<file path="config.mk">
export PLATFORM = sky130hd
export DESIGN_NAME = axis_pkt_fifo
export DESIGN_NICKNAME = d
export VERILOG_FILES = /design/src/rtl/axis_fifo_pkg.sv /design/src/rtl/fifo_ram.sv /design/src/rtl/axis_pkt_fifo.sv
export SDC_FILE = /design/constraint.sdc
export NUM_CORES = 2
export LEC_CHECK = 0
export CAP_MARGIN = 20
export CORE_ASPECT_RATIO = 0.75
export CORE_UTILIZATION = 40
export CTS_BUF_LIST = sky130_fd_sc_hd__clkbuf_4 sky130_fd_sc_hd__clkbuf_8
export CTS_CLUSTER_SIZE = 24
export DETAILED_ROUTE_END_ITERATION = 7
export HOLD_SLACK_MARGIN = 0.02
export PLACE_DENSITY = 0.56
export SYNTH_ARGS = -nofsm -noshare
export SYNTH_HDL_FRONTEND = slang
export SYNTH_MEMORY_MAX_BITS = 65536
export SYNTH_SLANG_ARGS = --single-unit
</file>
<file path="constraint.sdc">
create_clock -name ref_clk -period 4.8 [get_ports ref_clk]
set_input_delay 0.48 -clock ref_clk [delete_from_list [all_inputs] [get_ports ref_clk]]
set_output_delay 0.48 -clock ref_clk [all_outputs]
set_load 0.02 [all_outputs]
</file>
<file path="src/rtl/axis_fifo_pkg.sv">
// Shared types and helpers for the AXI-Stream packet FIFO.
package axis_fifo_pkg;

  typedef enum logic {ST_HOLD, ST_RELEASE} pkt_state_t;

  // Pointers are AW = $clog2(DEPTH) address bits plus one wrap bit.
  localparam int unsigned PTR_EXTRA_W = 1;
  localparam int unsigned MAX_PTR_W   = 32;

  // Full when the address bits match and the wrap bits differ.
  function automatic logic ptr_full(input logic [MAX_PTR_W-1:0] wptr,
                                    input logic [MAX_PTR_W-1:0] rptr,
                                    input int unsigned          aw);
    logic [MAX_PTR_W-1:0] diff;
    diff = (wptr ^ rptr) & ((MAX_PTR_W'(2) << aw) - MAX_PTR_W'(1));
    return diff == (MAX_PTR_W'(1) << aw);
  endfunction

endpackage

</file>
<file path="src/rtl/fifo_ram.sv">
// DEPTH x WIDTH storage: synchronous write, asynchronous read.
module fifo_ram #(
  parameter int unsigned DEPTH = 8,
  parameter int unsigned WIDTH = 8,
  parameter int unsigned AW    = $clog2(DEPTH)
) (
  input  logic             clk,
  input  logic             we,
  input  logic [AW-1:0]    waddr,
  input  logic [WIDTH-1:0] wdata,
  input  logic [AW-1:0]    raddr,
  output logic [WIDTH-1:0] rdata_c
);

  logic [WIDTH-1:0] mem_q [DEPTH];

  always_ff @(posedge clk) begin
    if (we) mem_q[waddr] <= wdata;
  end

  assign rdata_c = mem_q[raddr];

endmodule

</file>
<file path="src/rtl/axis_pkt_fifo.sv">
// Single-clock AXI-Stream FIFO with first-word fall-through, level flags and
// optional store-and-forward packet mode with an oversize-packet escape.
module axis_pkt_fifo
  import axis_fifo_pkg::*;
#(
  parameter int unsigned DATA_W    = 32,
  parameter int unsigned DEPTH     = 128,
  parameter int unsigned PKT_MODE  = 0,
  parameter int unsigned AFULL_TH  = DEPTH - 4,
  parameter int unsigned AEMPTY_TH = 4
) (
  input  logic                     ref_clk,
  input  logic                     i_rst_n,
  input  logic [DATA_W-1:0]        s_axis_tdata,
  input  logic                     s_axis_tvalid,
  input  logic                     s_axis_tlast,
  output logic                     s_axis_tready,
  output logic [DATA_W-1:0]        m_axis_tdata,
  output logic                     m_axis_tvalid,
  output logic                     m_axis_tlast,
  input  logic                     m_axis_tready,
  output logic [$clog2(DEPTH):0]   o_count,
  output logic                     o_afull,
  output logic                     o_aempty,
  output logic                     o_oversize
);

  localparam int unsigned AW       = $clog2(DEPTH);
  localparam int unsigned PW       = AW + PTR_EXTRA_W;
  localparam logic [PW-1:0] AFULL_C  = PW'(AFULL_TH);
  localparam logic [PW-1:0] AEMPTY_C = PW'(AEMPTY_TH);
  localparam bit            PKT      = (PKT_MODE != 0);

  logic [PW-1:0] wptr_q, wptr_d, rptr_q, rptr_d;
  logic [PW-1:0] count_q, count_d, pkt_cnt_q, pkt_cnt_d;
  logic          ready_q, ready_d, afull_q, afull_d;
  logic          aempty_q, aempty_d, oversize_q, oversize_d;
  pkt_state_t    state_q, state_d;

  logic              empty_c, full_c, wr_c, rd_c, vld_c, head_last_c;
  logic [DATA_W-1:0] head_data_c;
  logic [DATA_W:0]   head_c;

  fifo_ram #(
    .DEPTH (DEPTH),
    .WIDTH (DATA_W + 1),
    .AW    (AW)
  ) u_ram (
    .clk     (ref_clk),
    .we      (wr_c),
    .waddr   (wptr_q[AW-1:0]),
    .wdata   ({s_axis_tlast, s_axis_tdata}),
    .raddr   (rptr_q[AW-1:0]),
    .rdata_c (head_c)
  );

  assign {head_last_c, head_data_c} = head_c;
  assign empty_c = (wptr_q == rptr_q);
  assign full_c  = ptr_full(MAX_PTR_W'(wptr_q), MAX_PTR_W'(rptr_q), AW);
  assign wr_c    = s_axis_tvalid & ready_q;
  assign rd_c    = vld_c & m_axis_tready;

  // In packet mode the head is withheld until a whole packet is stored.
  always_comb begin
    vld_c = !empty_c;
    if (PKT && (state_q == ST_HOLD)) vld_c = !empty_c && (pkt_cnt_q != '0);
  end

  always_comb begin
    state_d    = state_q;
    oversize_d = oversize_q;
    count_d    = count_q;
    pkt_cnt_d  = pkt_cnt_q;
    wptr_d     = wptr_q + PW'(wr_c);
    rptr_d     = rptr_q + PW'(rd_c);

    case ({wr_c, rd_c})
      2'b10:   count_d = count_q + PW'(1);
      2'b01:   count_d = count_q - PW'(1);
      default: count_d = count_q;
    endcase

    case ({wr_c & s_axis_tlast, rd_c & head_last_c})
      2'b10:   pkt_cnt_d = pkt_cnt_q + PW'(1);
      2'b01:   pkt_cnt_d = pkt_cnt_q - PW'(1);
      default: pkt_cnt_d = pkt_cnt_q;
    endcase

    // Full with no complete packet would deadlock; stream it out instead.
    case (state_q)
      ST_HOLD: begin
        if (PKT && full_c && (pkt_cnt_q == '0)) begin
          state_d    = ST_RELEASE;
          oversize_d = 1'b1;
        end
      end
      ST_RELEASE: begin
        if (rd_c && head_last_c) state_d = ST_HOLD;
      end
      default: state_d = ST_HOLD;
    endcase

    ready_d  = !ptr_full(MAX_PTR_W'(wptr_d), MAX_PTR_W'(rptr_d), AW);
    afull_d  = (count_d >= AFULL_C);
    aempty_d = (count_d <= AEMPTY_C);
  end

  always_ff @(posedge ref_clk) begin
    if (!i_rst_n) begin
      wptr_q     <= '0;
      rptr_q     <= '0;
      count_q    <= '0;
      pkt_cnt_q  <= '0;
      ready_q    <= 1'b0;
      afull_q    <= 1'b0;
      aempty_q   <= 1'b1;
      oversize_q <= 1'b0;
      state_q    <= ST_HOLD;
    end else begin
      wptr_q     <= wptr_d;
      rptr_q     <= rptr_d;
      count_q    <= count_d;
      pkt_cnt_q  <= pkt_cnt_d;
      ready_q    <= ready_d;
      afull_q    <= afull_d;
      aempty_q   <= aempty_d;
      oversize_q <= oversize_d;
      state_q    <= state_d;
    end
  end

  assign s_axis_tready = ready_q;
  assign m_axis_tvalid = vld_c;
  assign m_axis_tdata  = head_data_c;
  assign m_axis_tlast  = head_last_c;
  assign o_count       = count_q;
  assign o_afull       = afull_q;
  assign o_aempty      = aempty_q;
  assign o_oversize    = oversize_q;

endmodule

</file>
**Signal metal coverage by tile**

37 x 28 tiles, from dark purple (low) to yellow (high), scaled to the fullest tile. Values are wire area over tile area, all layers added.
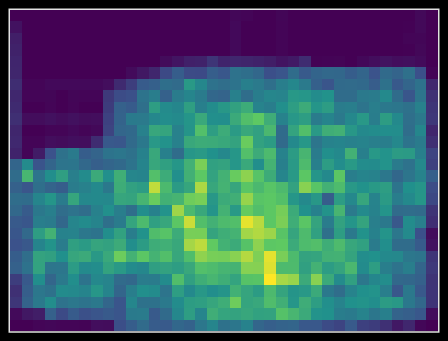
tiles over half the peak = 32%
mean over tiles = 0.20
fullest tile = 0.56
nearly empty tiles = 19%
emptiest ninth of the die = top left
drt wl/cell: 34.1 um
wire length reported by the detailed router: 502000 um
count of vias placed by the detailed router: 86900

**Signal wires by layer**

Only two layers are drawn.
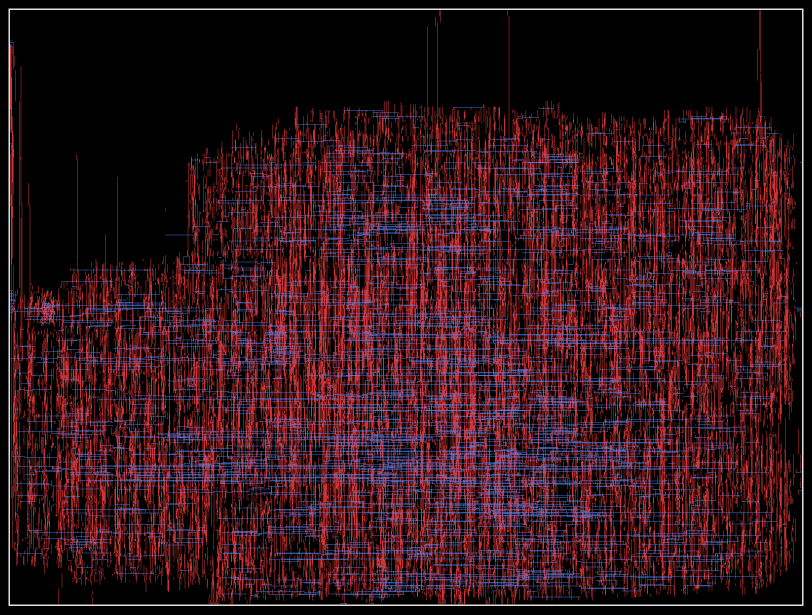
red -> metal 2  # wire length 222 mm
blue -> metal 3  # wire length 54.3 mm
Tot GR Track Use: 0.237

**Cell density map**

Bar = 200 um. 37 x 28 tiles, from dark purple (low) to yellow (high), 0 to 100% covered.
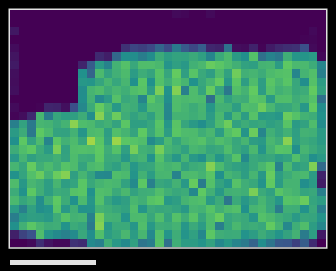
fullest tile = 86%
emptiest ninth of the die = top left
tiles over 75% full = 4.0%
nearly empty tiles = 20%
mean over tiles = 46%
core box area: 404000 um^2
Core Util at FP: 0.402
post-layout util: 0.480

**Clock nets**

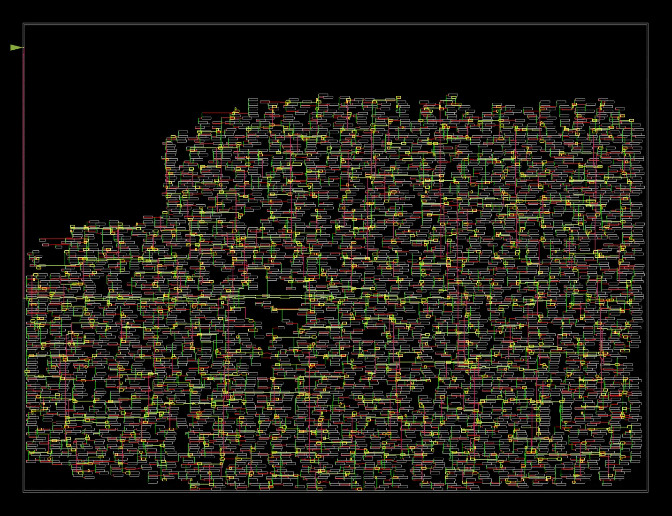
TritonCTS Sinks: 4251
maximum clock skew at final layout: 0.0880 ns
Clock net power: 28.8 mW

==> reports/summary.log <==
qor: setup_path.reg2reg_from rptr_q[4]
qor: drt.drtAntennaViolNets 0
qor: synthesis.mappedNetlistNets 7725
qor: power_and_ir_drop.p_comb_frac 0.090
qor: drt.drc_errors 0
qor: timing.least_setup_slack_across_all_paths_after_layout -0.109 ns
qor: grt.grt.met3_usage 0.0555
qor: clock_tree.clk_path_buf_depth 4
qor: place.detailed_place_hpwl 283000 um
qor: power_and_ir_drop.power_switching_share 0.232
qor: cells_and_area.instances_no_fill 14700
qor: power_and_ir_drop.comb_cell_power 6.87 mW
qor: power_and_ir_drop.ir_worst_vdd 0.000287 V
qor: drt.drt_iter0_markers 12400
qor: setup_path.r2r-end o_afull
qor: setup_path.critical_path.startpoint_type flip-flop
qor: synthesis.yosys_warnings 0
qor: grt.met2_usage 0.350
qor: drt.routed-wl-met2 222000 um
qor: power_and_ir_drop.power.sequential.total 40.9 mW
qor: timing.actual_transition_at_the_worst_max_transition_pin 1.17 ns
qor: setup_path.timing.critical_path.arrival 4.43 ns
qor: synthesis.syn_area 163000 um^2
qor: min_path.worst_hold_path_type input port to flip-flop
qor: min_path.hold-path-endpoint u_ram.mem_q[68][23]
qor: floorplan.fp.dieH 554 um
qor: clock_tree.htree_levels 6
qor: setup_path.crit_family simple AND/OR/NAND/NOR gates
qor: cells_and_area.final_net_count 8895
qor: clock_tree.numCtsBuffers 631
qor: grt.antenna_found_initial 38
qor: setup_path.criticalPathCategory flip-flop to output port
qor: job.number_of_logged_tool_warnings 45
qor: drt.post_drt_via_cell_ratio 5.90
qor: power_and_ir_drop.pwr-share-seq 0.534
qor: run_status.run_status finished, violations left
qor: synthesis.synth_flop_count 4251
qor: place.placedCellCount 13300
qor: timing.timing.final.crit_share 1.02
qor: synthesis.synthXorXnorAreaFrac 0.00167
qor: timing.final-setup-viol-count 2
qor: setup_path.r2r_setup_slack 0.51 ns
qor: drt.route.met3.wl 54300 um
qor: timing.slew_headroom 0.218
qor: power_and_ir_drop.cellPowerDensity 395 nW/um^2
qor: timing.finalHoldWorstSlack 0.0901 ns
qor: grt.grt_first_pass_wirelength 679000 um
qor: synthesis.yosys-dominant-comb-family multiplexers
qor: setup_path.crit_fanout 22
qor: floorplan.floorplan.die_area 409000 um^2
qor: grt.met1_usage 0.351
qor: setup_path.worst_path_max_delay_cell or4_4
qor: setup_path.max_stage_delay 0.78 ns
qor: setup_path.timing.critical_path.buf_inv 6
qor: clock_tree.clk_pin_slew_worst_paths 0.07 ns
qor: setup_path.setup.worst_path.end_class output port
qor: grt.global_route.peak_usage_layer met1
qor: timing.grt_setup_unrepaired yes
qor: synthesis.post_synth.cell_area_avg 21.2 um^2
qor: clock_tree.tritoncts_clock_tree done
qor: synthesis.synth_cell_types 54
qor: timing.max_freq 0.204 GHz
qor: cells_and_area.layout_top_cell_excl_fill_tap edfxtp_1
qor: run_status.violations setup timing
qor: min_path.min_from s_axis_tdata[23]
qor: place.place_ws 0.177 ns
qor: drt.route.layer.met1.wl 211000 um
qor: synthesis.seq_area_frac_synth 0.783
qor: floorplan.die-width 738 um
qor: synthesis.yosys-top-cells-area edfxtp_1, mux4_2, mux2i_1
qor: timing.setup-tns-final -0.123 ns
qor: min_path.min_path_cells 1
qor: synthesis.yosys.area.top_type_share 0.780
qor: drt.highest-signal-layer met5
qor: clock_tree.worstSkewPairLatency 1.13 ns
qor: power_and_ir_drop.cellInternalPower 58.8 mW
qor: setup_path.worstPathCellList buf_12 > and2_4 > buf_12 > buf_16 > buf_16 > a22oi_1 > nand3_1 > buf_6 > nand4_1 > or4_4 > buf_6
qor: grt.via_count_of_the_first_global_routing_pass 84900
qor: synthesis.synth_simple_gate_area_share 0.0177
qor: synthesis.yosys.stat.chipArea 163000 um^2
## final cells by class
type	count	area [um^2]	area share
inverters	39	150	0.000775
clock inverters	223	1340	0.00693
multi-input cells	2938	36100	0.186
well taps	5406	6760	0.0349
clock buffers	870	10600	0.0547
repair buffers	985	11400	0.0589
flip-flops and latches	4251	127000	0.657
diodes	20	50.0	0.000258
## registers in the layout, summed over array words and instances, names as in the netlist
| signal | count |
|---|---|
| u_ram.mem_q | 4224 |
| o_count | 8 |
| rptr_q | 8 |
| wptr_q | 8 |
| o_aempty | 1 |
| o_afull | 1 |
| s_axis_tready | 1 |
## stage by stage
step / instance area, um^2 / power [mW]
2_1_floorplan: 163000 / 44.5
3_3_place_gp: 175000 / 47.0
3_5_place_dp: 175000 / 47.0
4_1_cts: 192000 / 76.8
5_1_grt: 194000 / 78.8
6_report: 194000 / 76.6
## cells in the mapped netlist (2+ instances only)
library cell	count
nand2b_1	4
nor2_1	153
a21o_1	4
and3_1	3
nand3b_1	3
xor2_1	23
a22oi_1	429
o22ai_1	33
nor3b_1	7
inv_1	6
dfxtp_1	27
mux4_2	693
buf_1	39
a21oi_1	37
clkbuf_1	278
buf_4	16
edfxtp_1	4224
o211ai_1	2
a22o_1	66
buf_2	100
buf_6	16
a221oi_1	66
mux2i_1	826
clkinv_1	33
nand4_1	36
a31oi_1	33
and2_1	11
xnor2_1	8
nand2_1	91
or3_1	6
or2_2	9
nor3_1	3
or4_1	34
mux2_2	33
ha_1	11
a311oi_1	33
nand4b_1	2
o21ai_0	39
nand3_1	213
a211oi_1	4
nor2b_1	8
nor4_1	2
## repair_timing
action                     4_1_cts  5_1_grt
setup endpoints to repair       33       32
setup buffers                  147       86
hold endpoints to repair       913        0
gates cloned                    48       18
resized                        500      141
hold buffers                    29        0
pin swaps                       81       75
Power is estimated from default activity; no workload was simulated.
